Figure 1. Signal wires on met2.
Scale: 4 px per um.
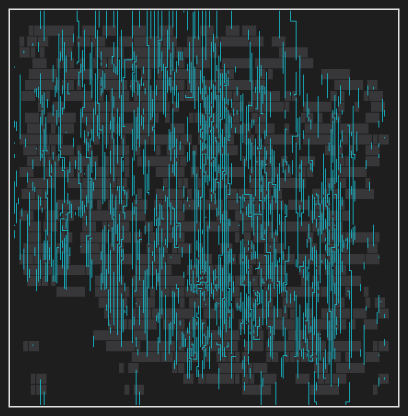
Figure 2. Clock wiring as the flow saved it.
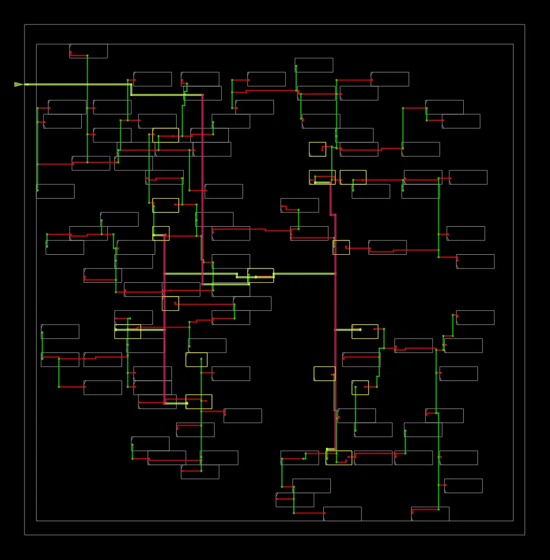
Figure 3. Placement by cell class.
Scale: 4 px per um. Fill, decap, tap and diode cells in gray.
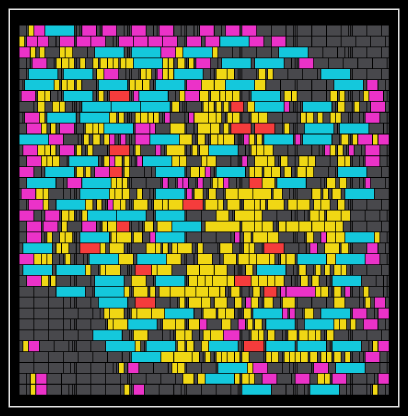
Figure 4. Routed clock nets over the placement.
Scale: 4 px per um.
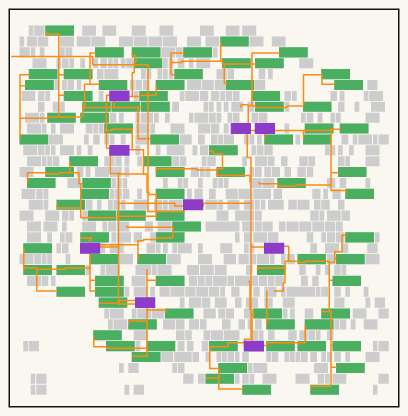
[src/rtl/mips_pkg.sv]
// Shared definitions for the MIPS FPGA boot path: loader states and stream widths.
package mips_pkg;

  localparam int unsigned HDR_W  = 16;
  localparam int unsigned BYTE_W = 8;
  localparam int unsigned WORD_W = 32;

  typedef enum logic [2:0] {
    LD_HDR_HI = 3'd0,
    LD_HDR_LO = 3'd1,
    LD_LOAD   = 3'd2,
    LD_WRITE  = 3'd3,
    LD_RUN    = 3'd4
  } loader_state_t;

endpackage

[src/rtl/word_assembler.sv]
// Packs a big-endian byte stream into 32-bit words, MSB first.
module word_assembler
  import mips_pkg::*;
(
  input  logic              clock,
  input  logic              reset,
  input  logic              clear,
  input  logic              shift_en,
  input  logic [BYTE_W-1:0] din,
  output logic [WORD_W-1:0] word,
  output logic              word_complete
);

  logic [1:0] cnt_q;

  // This shift completes a word when three bytes are already held.
  assign word_complete = shift_en && (cnt_q == 2'd3);

  // Shift register and byte counter; counter wraps 3->0 on the completing byte.
  always_ff @(posedge clock) begin
    if (reset) begin
      word  <= '0;
      cnt_q <= '0;
    end else if (clear) begin
      cnt_q <= '0;
    end else if (shift_en) begin
      word  <= {word[WORD_W-BYTE_W-1:0], din};
      cnt_q <= cnt_q + 2'd1;
    end
  end

endmodule

[src/rtl/program_loader.sv]
// Boot-time loader: reads a counted byte stream, writes instruction memory,
// and holds the CPU in reset until the whole program is in place.
module program_loader
  import mips_pkg::*;
#(
  parameter int unsigned DEPTH  = 256,
  parameter int unsigned ADDR_W = 32
) (
  input  logic              clock,
  input  logic              reset,
  input  logic [7:0]        rx_data,
  input  logic              rx_valid,
  output logic              rx_ready,
  input  logic              reload,
  output logic              imem_we,
  output logic [ADDR_W-1:0] imem_waddr,
  output logic [31:0]       imem_wdata,
  output logic              cpu_reset,
  output logic              load_done,
  output logic              load_error
);

  loader_state_t     state_q, state_d;
  logic [HDR_W-1:0]  count_q, count_d;
  logic [HDR_W-1:0]  index_q, index_d;
  logic [HDR_W:0]    index_plus1;
  logic              in_range;
  logic              accept;
  logic              asm_clear, asm_shift, word_complete;
  logic              imem_we_d, cpu_reset_d, load_done_d, load_error_d;
  logic [ADDR_W-1:0] imem_waddr_d;

  // Byte intake is open only while parsing the header or collecting word bytes.
  assign rx_ready = !reset && ((state_q == LD_HDR_HI) || (state_q == LD_HDR_LO) ||
                               (state_q == LD_LOAD));
  assign accept   = rx_valid && rx_ready;

  // Index is compared one bit wider so a 65535-word program cannot wrap early.
  assign index_plus1 = {1'b0, index_q} + (HDR_W + 1)'(1);
  assign in_range    = 32'(index_q) < 32'(DEPTH);

  word_assembler u_word_assembler (
    .clock         (clock),
    .reset         (reset),
    .clear         (asm_clear),
    .shift_en      (asm_shift),
    .din           (rx_data),
    .word          (imem_wdata),
    .word_complete (word_complete)
  );

  // Next-state and next-output decode.
  always_comb begin
    state_d      = state_q;
    count_d      = count_q;
    index_d      = index_q;
    imem_we_d    = 1'b0;
    imem_waddr_d = imem_waddr;
    load_error_d = load_error;
    asm_clear    = 1'b0;
    asm_shift    = 1'b0;

    unique case (state_q)
      LD_HDR_HI: begin
        if (accept) begin
          count_d[15:8] = rx_data;
          state_d       = LD_HDR_LO;
        end
      end
      LD_HDR_LO: begin
        if (accept) begin
          count_d[7:0] = rx_data;
          if ({count_q[15:8], rx_data} == '0) begin
            state_d = LD_RUN;
          end else begin
            index_d   = '0;
            asm_clear = 1'b1;
            state_d   = LD_LOAD;
          end
        end
      end
      LD_LOAD: begin
        asm_shift = accept;
        if (accept && word_complete) begin
          imem_we_d    = in_range;
          imem_waddr_d = ADDR_W'({index_q, 2'b00});
          state_d      = LD_WRITE;
        end
      end
      LD_WRITE: begin
        if (!in_range) load_error_d = 1'b1;
        index_d = index_plus1[HDR_W-1:0];
        state_d = (index_plus1 == {1'b0, count_q}) ? LD_RUN : LD_LOAD;
      end
      LD_RUN: begin
        if (reload) begin
          load_error_d = 1'b0;
          state_d      = LD_HDR_HI;
        end
      end
      default: state_d = LD_HDR_HI;
    endcase

    cpu_reset_d = (state_d != LD_RUN);
    load_done_d = (state_d == LD_RUN);
  end

  // State, counters and registered outputs.
  always_ff @(posedge clock) begin
    if (reset) begin
      state_q    <= LD_HDR_HI;
      count_q    <= '0;
      index_q    <= '0;
      imem_we    <= 1'b0;
      imem_waddr <= '0;
      cpu_reset  <= 1'b1;
      load_done  <= 1'b0;
      load_error <= 1'b0;
    end else begin
      state_q    <= state_d;
      count_q    <= count_d;
      index_q    <= index_d;
      imem_we    <= imem_we_d;
      imem_waddr <= imem_waddr_d;
      cpu_reset  <= cpu_reset_d;
      load_done  <= load_done_d;
      load_error <= load_error_d;
    end
  end

endmodule

[config.mk]
export PLATFORM = sky130hd
export DESIGN_NAME = program_loader
export DESIGN_NICKNAME = d
export VERILOG_FILES = /design/src/rtl/mips_pkg.sv /design/src/rtl/word_assembler.sv /design/src/rtl/program_loader.sv
export SDC_FILE = /design/constraint.sdc
export NUM_CORES = 1
export LEC_CHECK = 0
export CAP_MARGIN = 15
export CORE_AREA = 2 2 95 97
export DETAILED_ROUTE_END_ITERATION = 12
export DIE_AREA = 0 0 97 99
export GPL_TIMING_DRIVEN = 0
export PLACE_DENSITY = 0.76
export SKIP_LAST_GASP = 1
export SLEW_MARGIN = 5
export SYNTH_ARGS = -nofsm -noshare
export SYNTH_HDL_FRONTEND = slang
export SYNTH_SLANG_ARGS = --single-unit
[constraint.sdc]
create_clock -name clock -period 2.85 [get_ports clock]
set_clock_uncertainty 0.05 [all_clocks]
set_input_delay 0.57 -clock clock [delete_from_list [all_inputs] [get_ports clock]]
set_output_delay 0.57 -clock clock [all_outputs]
set_load 0.01 [all_outputs]
==> results.txt <==
Flow results.

- The number of cells in Yosys stat is approximately 520.
- Signal routing reaches up to met4.
- The total overflow left after global routing is 0.
- According to the finish report, the design has a final net count of roughly 620.
- The post-CTS setup buffer count is 0.
- For this run, global-route usage on met3 was measured as between 3 and 4%.
- The stage logs contain a warning count of 26.
- The netlist uses between 40 and 50 different library cells.
- The final max-slew violation count recorded for this run is 0.
- Routing resource usage on met2 recorded by global route was 38.0%.
- Per the post-synthesis stats, the area per cell is around 8 um2.
- The relative area change from synthesis to final layout is 24.4%.
- The slew at the pin closest to its max-slew limit is approximately 0.63 ns.
- For this design the ratio of total power to cell area is 442 mW/mm2.
- The post-synth count of flops with an enable pin is 0.
- Counting the warning lines in the Yosys log gives 0.
- Before any placement, the netlist area is recorded as 0.00415 mm2.
- The required time at the worst endpoint is listed as about 3.1 ns.
- The total internal power is approximately 1.7 mW.
- The core occupancy in the finished layout is between 60% and 70%.
- The most crowded layer after global routing is met2.
- Using the TritonRoute via totals, the vias-per-cell ratio works out to roughly 5.4.
- The number of levels in the clock H-tree is 3.
- The floorplan report gives the top-level pin count as between 80 and 90.
- For this run, global-route usage on met1 was measured as between 20% and 30%.
- The flow ran to the end, and the final reports show no timing, DRC or antenna violations.
- Max fanout on the critical path was recorded as 8.
- The worst setup path is captured at a flop.
- In the per-layer breakdown of the detailed-route log, met1 shows 4670 um.
- Of the total power, combinational logic draws 7.1%.
Notes on Figure 1 above:
wire length on this layer	5210 um
nets with wire on the layer	510
main direction	vertical
longest straight run	37.7 um
share of all routed wire	49%

Notes on Figure 2 above:
clk ins delay skew pair: 0.37 ns
Power Clock: 851 uW

Notes on Figure 3 above:
class	color	cells	share of their area
combinational and other logic	yellow	391	42%
remaining buffers and delay cells	magenta	117	18%
clock drivers and dummy loads	red	16	3.8%
sequential cells	cyan	89	35%

Notes on Figure 4 above:
[clock drivers] purple | count: 9
[flip-flops] green | count: 89
[clock wires] orange | length: 1040 um
flops lie	all over the die

## metrics by stage
step	setup TNS (ns)	cells	area, um2
floorplan	0	534	4200
global placement	-1.34	705	4970
detailed placement	-1.44	705	4970
CTS	0	721	5160
global route	0	721	5160
finish	0	721	5160
## power groups by stage
stage          combinational [mW]  clock, mW  sequential [mW]
6_report                    0.161      0.851             1.27
5_1_grt                     0.175      0.916             1.27
4_1_cts                     0.160      0.866             1.27
3_5_place_dp                0.159          0             1.30
3_3_place_gp                0.156          0             1.29
2_1_floorplan               0.111          0             1.29
## area by class of cell
class                      count  area [um2]
buffer                        54         290
clock buffer                   9         124
clock inverter                 7        66.3
fill                         802        3390
inverter                       6        22.5
multi-input combinational    385        2110
sequential                    89        1780
tap                          108         135
timing repair buffer          63         631
## registers in the layout, summed over array words and instances (netlist names)
name                    count
u_word_assembler.word      32
u_word_assembler.cnt_q      2
imem_we                     1
load_done                   1
state_q                     3
count_q                    16
index_q                    16
cpu_reset                   1
load_error                  1
imem_waddr                 16
## final timing paths
check	from	to	cells past startpoint
setup reg to reg	index_q[0]	state_q[1]	8
setup / recovery	index_q[0]	state_q[1]	8
hold / removal	imem_waddr[6]	imem_waddr[6]	2
hold reg to reg	imem_waddr[6]	imem_waddr[6]	2
## cells in the mapped netlist, types with 3 or more instances
| cell | instances | area (um2) |
|---|---|---|
| sky130_fd_sc_hd__dfxtp_1 | 89 | 1780 |
| sky130_fd_sc_hd__nand4_1 | 5 | 31.3 |
| sky130_fd_sc_hd__clkbuf_1 | 34 | 128 |
| sky130_fd_sc_hd__inv_1 | 6 | 22.5 |
| sky130_fd_sc_hd__a211oi_1 | 3 | 22.5 |
| sky130_fd_sc_hd__nor2_1 | 36 | 135 |
| sky130_fd_sc_hd__nand3_1 | 10 | 50.1 |
| sky130_fd_sc_hd__and4_1 | 4 | 35.0 |
| sky130_fd_sc_hd__or3_1 | 11 | 68.8 |
| sky130_fd_sc_hd__nand2_1 | 107 | 402 |
| sky130_fd_sc_hd__a21oi_1 | 73 | 365 |
| sky130_fd_sc_hd__and2_1 | 8 | 50.1 |
| sky130_fd_sc_hd__xnor2_1 | 9 | 78.8 |
| sky130_fd_sc_hd__xor2_1 | 8 | 70.1 |
| sky130_fd_sc_hd__a31oi_1 | 6 | 37.5 |
| sky130_fd_sc_hd__o21ai_0 | 19 | 95.1 |
| sky130_fd_sc_hd__a21o_1 | 3 | 22.5 |
| sky130_fd_sc_hd__mux2i_1 | 21 | 210 |
| sky130_fd_sc_hd__nand2b_1 | 3 | 18.8 |
| sky130_fd_sc_hd__buf_4 | 16 | 120 |
| sky130_fd_sc_hd__nor3_1 | 7 | 35.0 |
| sky130_fd_sc_hd__nor4_1 | 5 | 31.3 |
## worst min-delay path: stages (launching register included)
cell and delay (ns):
sky130_fd_sc_hd__dfxtp_1 0.32, sky130_fd_sc_hd__nand2_1 0.05, sky130_fd_sc_hd__a21oi_1 0.05
## logic make-up after synthesis
group,Yosys count,synth area share [%]
AOI/OAI and AO/OA,112,14.8
xor gates and xnor gates,17,3.59
adders and majority gates,2,0.603
buffers and inverters,60,7.51
DFF,89,43.0
muxes,21,5.07
other,1,0.0904
and+or+nand+nor,217,25.3
No activity file was given, so power comes from the tool's default toggle rates.
